## src/rtl/afe_mux_sequencer_pkg.sv

```systemverilog
// Shared types and defaults for the AFE mux sequencer.
// Holds the FSM state encoding and the channel search.
package afe_seq_pkg;

  localparam int NUM_CH      = 4;
  localparam int FAULT_LIMIT = 3;
  localparam int BIAS_WAIT   = 16;

  typedef enum logic [2:0] {
    IDLE,
    BIAS,
    SETTLE,
    SAMPLE,
    FAULT
  } state_t;

  // Next enabled channel above cur, wrapping 3->0; cur itself last.
  function automatic logic [1:0] next_ch(
    input logic [3:0] mask,
    input logic [1:0] cur
  );
    logic [1:0] c;
    next_ch = cur;
    for (int i = NUM_CH; i >= 1; i--) begin
      c = cur + 2'(i);
      if (mask[c]) next_ch = c;
    end
  endfunction

endpackage

```

## src/rtl/afe_mux_sequencer_sync2.sv

```systemverilog
// Two-flop synchronizer for the asynchronous comparator output.
// Resets to 0 so no spurious over-threshold sample follows reset.
module sync2 (
  input  logic clk,
  input  logic rst,
  input  logic d,
  output logic q
);

  logic meta;

  // Double-register the async input.
  always_ff @(posedge clk) begin
    if (rst) begin
      meta <= 1'b0;
      q    <= 1'b0;
    end else begin
      meta <= d;
      q    <= meta;
    end
  end

endmodule

```

## src/rtl/afe_mux_sequencer.sv

```systemverilog
// AFE sequencer: bias warm-up, mux stepping, comparator
// sampling and persistent-fault latching.
module afe_mux_sequencer #(
  parameter int NUM_CH      = afe_seq_pkg::NUM_CH,
  parameter int SETTLE_W    = 8,
  parameter int BIAS_WAIT   = afe_seq_pkg::BIAS_WAIT,
  parameter int FAULT_LIMIT = afe_seq_pkg::FAULT_LIMIT
) (
  input  logic                clk,
  input  logic                rst,
  input  logic                en,
  input  logic [NUM_CH-1:0]   ch_mask,
  input  logic [SETTLE_W-1:0] settle_cycles,
  input  logic                comp_in,
  input  logic                clr_fault,
  output logic [1:0]          mux_sel,
  output logic                bias_en,
  output logic                samp_strobe,
  output logic                latch_set,
  output logic                fault,
  output logic [1:0]          fault_ch,
  output logic [NUM_CH-1:0]   result,
  output logic                busy
);

  import afe_seq_pkg::*;

  localparam int BW = $clog2(BIAS_WAIT + 1);
  localparam int CW = $clog2(FAULT_LIMIT + 1);

  state_t              state;
  logic                comp_s;
  logic [BW-1:0]       bias_cnt;
  logic [SETTLE_W-1:0] settle_cnt;
  logic [SETTLE_W-1:0] settle_len;
  logic [SETTLE_W-1:0] settle_eff;
  logic [CW-1:0]       cnt [NUM_CH];
  logic [CW-1:0]       cur_cnt;
  logic [CW-1:0]       inc_cnt;
  logic [1:0]          nxt;
  logic                hit;

  sync2 u_sync (
    .clk (clk),
    .rst (rst),
    .d   (comp_in),
    .q   (comp_s)
  );

  assign settle_eff = (settle_cycles == '0) ? SETTLE_W'(1)
                                            : settle_cycles;
  assign cur_cnt = cnt[mux_sel];
  assign inc_cnt = (cur_cnt == CW'(FAULT_LIMIT)) ? cur_cnt
                                                 : cur_cnt + 1'b1;
  assign hit  = comp_s && (inc_cnt == CW'(FAULT_LIMIT));
  assign nxt  = next_ch(ch_mask, mux_sel);
  assign busy = (state != IDLE);

  // Sequencer FSM with registered outputs and per-channel streaks.
  always_ff @(posedge clk) begin
    if (rst) begin
      state       <= IDLE;
      mux_sel     <= '0;
      bias_en     <= 1'b0;
      samp_strobe <= 1'b0;
      latch_set   <= 1'b0;
      fault       <= 1'b0;
      fault_ch    <= '0;
      result      <= '0;
      bias_cnt    <= '0;
      settle_cnt  <= '0;
      settle_len  <= '0;
      for (int i = 0; i < NUM_CH; i++) cnt[i] <= '0;
    end else begin
      samp_strobe <= 1'b0;
      latch_set   <= 1'b0;
      unique case (state)
        IDLE: begin
          if (en && (|ch_mask)) begin
            state    <= BIAS;
            bias_en  <= 1'b1;
            bias_cnt <= '0;
          end
        end
        BIAS: begin
          if (!en) begin
            state   <= IDLE;
            bias_en <= 1'b0;
          end else if (bias_cnt == BW'(BIAS_WAIT - 1)) begin
            if (|ch_mask) begin
              state      <= SETTLE;
              mux_sel    <= next_ch(ch_mask, 2'd3);
              settle_len <= settle_eff;
              settle_cnt <= '0;
            end else begin
              state   <= IDLE;
              bias_en <= 1'b0;
            end
          end else begin
            bias_cnt <= bias_cnt + 1'b1;
          end
        end
        SETTLE: begin
          if (!en) begin
            state   <= IDLE;
            bias_en <= 1'b0;
          end else if (settle_cnt == settle_len - 1'b1) begin
            state       <= SAMPLE;
            samp_strobe <= 1'b1;
          end else begin
            settle_cnt <= settle_cnt + 1'b1;
          end
        end
        SAMPLE: begin
          if (!en) begin
            state   <= IDLE;
            bias_en <= 1'b0;
          end else begin
            result[mux_sel] <= comp_s;
            cnt[mux_sel]    <= comp_s ? inc_cnt : '0;
            if (hit) begin
              state     <= FAULT;
              latch_set <= 1'b1;
              fault     <= 1'b1;
              fault_ch  <= mux_sel;
            end else if (|ch_mask) begin
              state      <= SETTLE;
              mux_sel    <= nxt;
              settle_len <= settle_eff;
              settle_cnt <= '0;
            end else begin
              state   <= IDLE;
              bias_en <= 1'b0;
            end
          end
        end
        FAULT: begin
          if (clr_fault) begin
            fault    <= 1'b0;
            fault_ch <= '0;
            if (en) begin
              state    <= BIAS;
              bias_cnt <= '0;
            end else begin
              state   <= IDLE;
              bias_en <= 1'b0;
            end
          end
        end
        default: state <= IDLE;
      endcase
      if (clr_fault) begin
        for (int i = 0; i < NUM_CH; i++) cnt[i] <= '0;
      end
    end
  end

endmodule
```

## config.mk

```make
export PLATFORM = sky130hd
export DESIGN_NAME = afe_mux_sequencer
export DESIGN_NICKNAME = d
export VERILOG_FILES = /design/src/rtl/afe_mux_sequencer_pkg.sv /design/src/rtl/afe_mux_sequencer_sync2.sv /design/src/rtl/afe_mux_sequencer.sv
export SDC_FILE = /design/constraint.sdc
export NUM_CORES = 1
export LEC_CHECK = 0
export ABC_AREA = 0
export ABC_CLOCK_PERIOD_IN_PS = 2870
export CAP_MARGIN = 15
export CORE_MARGIN = 4
export CORE_UTILIZATION = 25
export DETAILED_ROUTE_END_ITERATION = 16
export PLACE_DENSITY = 0.46
export SYNTH_ARGS = -nofsm -noshare
export SYNTH_HDL_FRONTEND = slang
export SYNTH_HIERARCHICAL = 1
export SYNTH_SLANG_ARGS = --single-unit
```

## constraint.sdc

```tcl
create_clock -name clk -period 2.87 [get_ports clk]
set_input_delay 0.574 -clock clk [delete_from_list [all_inputs] [get_ports clk]]
set_output_delay 0.574 -clock clk [all_outputs]
set_load 0.01 [all_outputs]
```

==> images/floorplan.png <==
The bar under the picture is 20 µm long. Pins as bars on the die edge. Tap cells in gray.
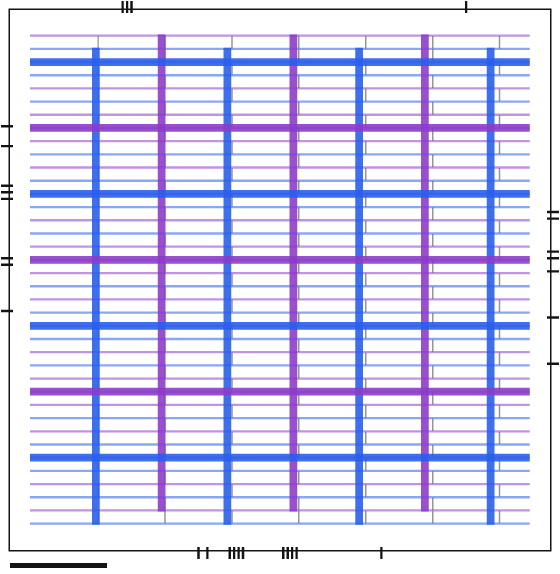
- VDD: purple
- VSS: blue
- met1 rails: 38
- met4 straps: 7
- tap cells: 136
Peak VDD IR: 0.0001639 V
Die W: 111.4 µm
Die H: 111.4 µm

==> images/class_map.png <==
The bar under the picture is 20 µm long.
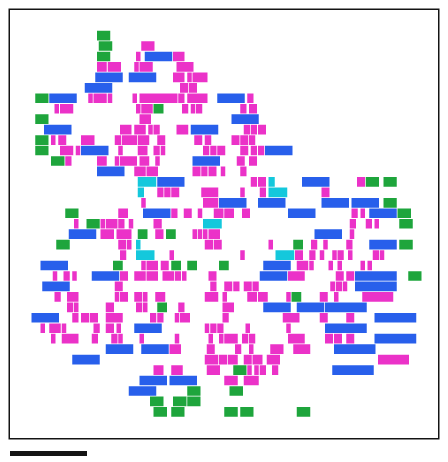
- registers: blue (cells 48)
- clock drivers and dummy loads: cyan (cells 8)
- remaining logic cells: magenta (cells 249)
- remaining buffers and delay cells: green (cells 39)

==> images/clock_wires.png <==
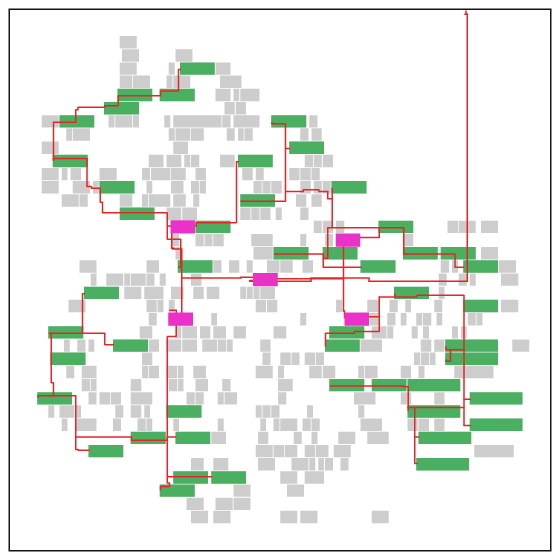
- clock-net drivers: magenta (count 5)
- clock wires: red (length 683 µm)
- flip-flops: green (count 48)
- routed clock nets: 6

==> images/layers.png <==
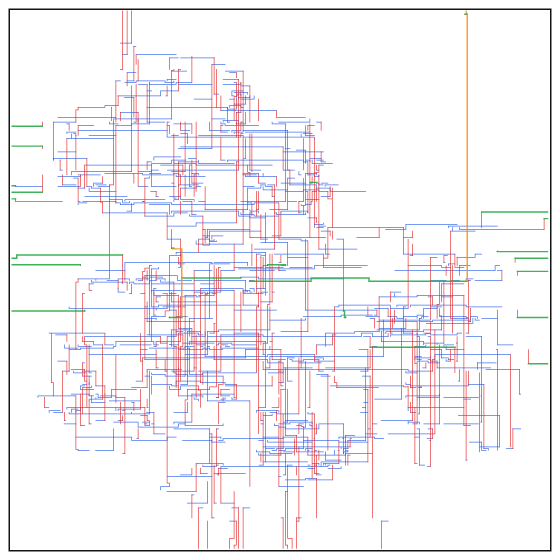
- M4: orange (wire length 71.2 µm)
- M2: red (wire length 2830 µm)
- M1: blue (wire length 3200 µm)
- M3: green (wire length 206 µm)
drt total wl: 6.310 mm
vias post-DR: 2278
DR WL/cell: 13.15 µm
GRT Total Usage: 0.1062

==> images/congestion_map.png <==
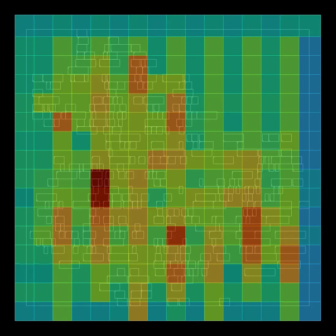
met2 usage: 0.1649
GR met1 Demand/Resource: 0.1476
final core area utilization: 0.3121
met3 Resource Use GR: 0.02446

==> out/results.ini <==
[final_layout]
synthToLayoutAreaGrowth_pct=21.17
n_antenna_cell=0

[worst_setup_path]
path_delay_family=AND-OR/OR-AND gates
crit_top_cell=o21ai_0
cp_cell_sequence=clkdlybuf4s50_1 > nor4_1 > o21ai_0 > o2111ai_1 > o21ai_0 > a21oi_1
crit_path_end_kind=register

[place]
dp_slack_ps=194.1

[die]
fp_util=0.2576
dieArea_um2=12400
core-area_um2=10370

[clocking]
post_cts_buffers=0
clock_sinks=48
htreeDepth=2
cts_tree=yes
clock_latency_ps=300
cts_max_path_buffers=2
cts_resized=0
clk_pin_slew_ps=90

[final_timing]
setup_ws_ps=500.4
layout_min_cycle_time_ps=2370
fmax_mhz=422.0
setup_violations=0

[yosys]
synth-async-reset-ratio=0
synth_cell_types=56
synth-edff-count=8
fp_nets=334
synth_cells=309

[route]
first_pass_iters=4
first_iter_violations=120
ant_nets=0
route.detailed.drc=0

[outcome]
status=finished, final reports clean

[run]
warnings=29

==> synth_stat cells, drive strengths merged (3+ instances only) <==
cell | number | share of area
dfxtp | 40 | 0.30
nor2 | 32 | 0.045
nand2 | 28 | 0.039
a21oi | 25 | 0.047
o21ai | 14 | 0.026
and2 | 12 | 0.028
inv | 12 | 0.017
mux2i | 12 | 0.045
or3 | 12 | 0.028
clkbuf | 11 | 0.015
nand3 | 11 | 0.021
edfxtp | 8 | 0.090
ha | 8 | 0.037
nor3 | 8 | 0.015
nor2b | 6 | 0.014
a211oi | 5 | 0.014
and3 | 5 | 0.012
xnor2 | 5 | 0.016
nand2b | 4 | 0.0094
nand4 | 4 | 0.0094
nor4 | 3 | 0.0070
xor2 | 3 | 0.0098
==> metal layers <==
layer	vias to the layer above	global-route usage	share of wire
met5	-	0	0
met4	0	0.03163	0.011
met3	5	0.02446	0.032
met2	28	0.1649	0.45
met1	1058	0.1476	0.51
li1	1187	-	-
==> flip-flops by register name (all words and copies together) (netlist names), 2 cells and up, named ones only <==
name,count
mux_sel,2
state,3
settle_cnt,8
result,4
bias_cnt,5
fault_ch,2
settle_len,8
cnt,8
==> cell type report <==
cell class	count	area, µm²
fill	1132	7133
multi-input combinational	237	1533
sequential	48	1041
timing repair buffer	39	365.4
tap	136	170.2
clock buffer	5	68.82
inverter	12	45.04
clock inverter	3	13.76
==> worst paths after layout <==
check	from	end	slack, ps	cells after the start
setup / recovery	ch_mask[0]	bias_cnt[2]$_SDFFE_PP0P_	500	6
hold / removal	u_sync/meta$_SDFF_PP0_	u_sync/q$_SDFF_PP0_	440	1
hold reg to reg	u_sync/meta$_SDFF_PP0_	u_sync/q$_SDFF_PP0_	440	1
setup reg to reg	bias_cnt[0]$_SDFFE_PP0P_	register	540	9
==> power by group <==
part | total, mW | switching, mW | internal (mW)
Sequential | 0.721 | 0.0188 | 0.702
Clock | 0.389 | 0.223 | 0.166
Combinational | 0.214 | 0.113 | 0.101
Total | 1.32 | 0.355 | 0.969
==> cell families (layout without fill, tap and decap cells) <==
logic type,count (synthesis),in the layout,share of synthesized area
compound gates,70,70,0.1808
flops,48,48,0.3897
buf+inv,24,59,0.03653
mux,15,15,0.06604
simple gates,136,136,0.2632
fa+ha+maj,8,8,0.03747
xor+xnor,8,8,0.02623
==> through the flow <==
stage               area, µm²  utilization
global placement         3154       0.3042
finish                   3237       0.3121
CTS                      3237       0.3121
global route             3237       0.3121
detailed placement       3154       0.3042
floorplan                2671            -
Power figures rest on the tool's default switching activity, not on a simulated workload.
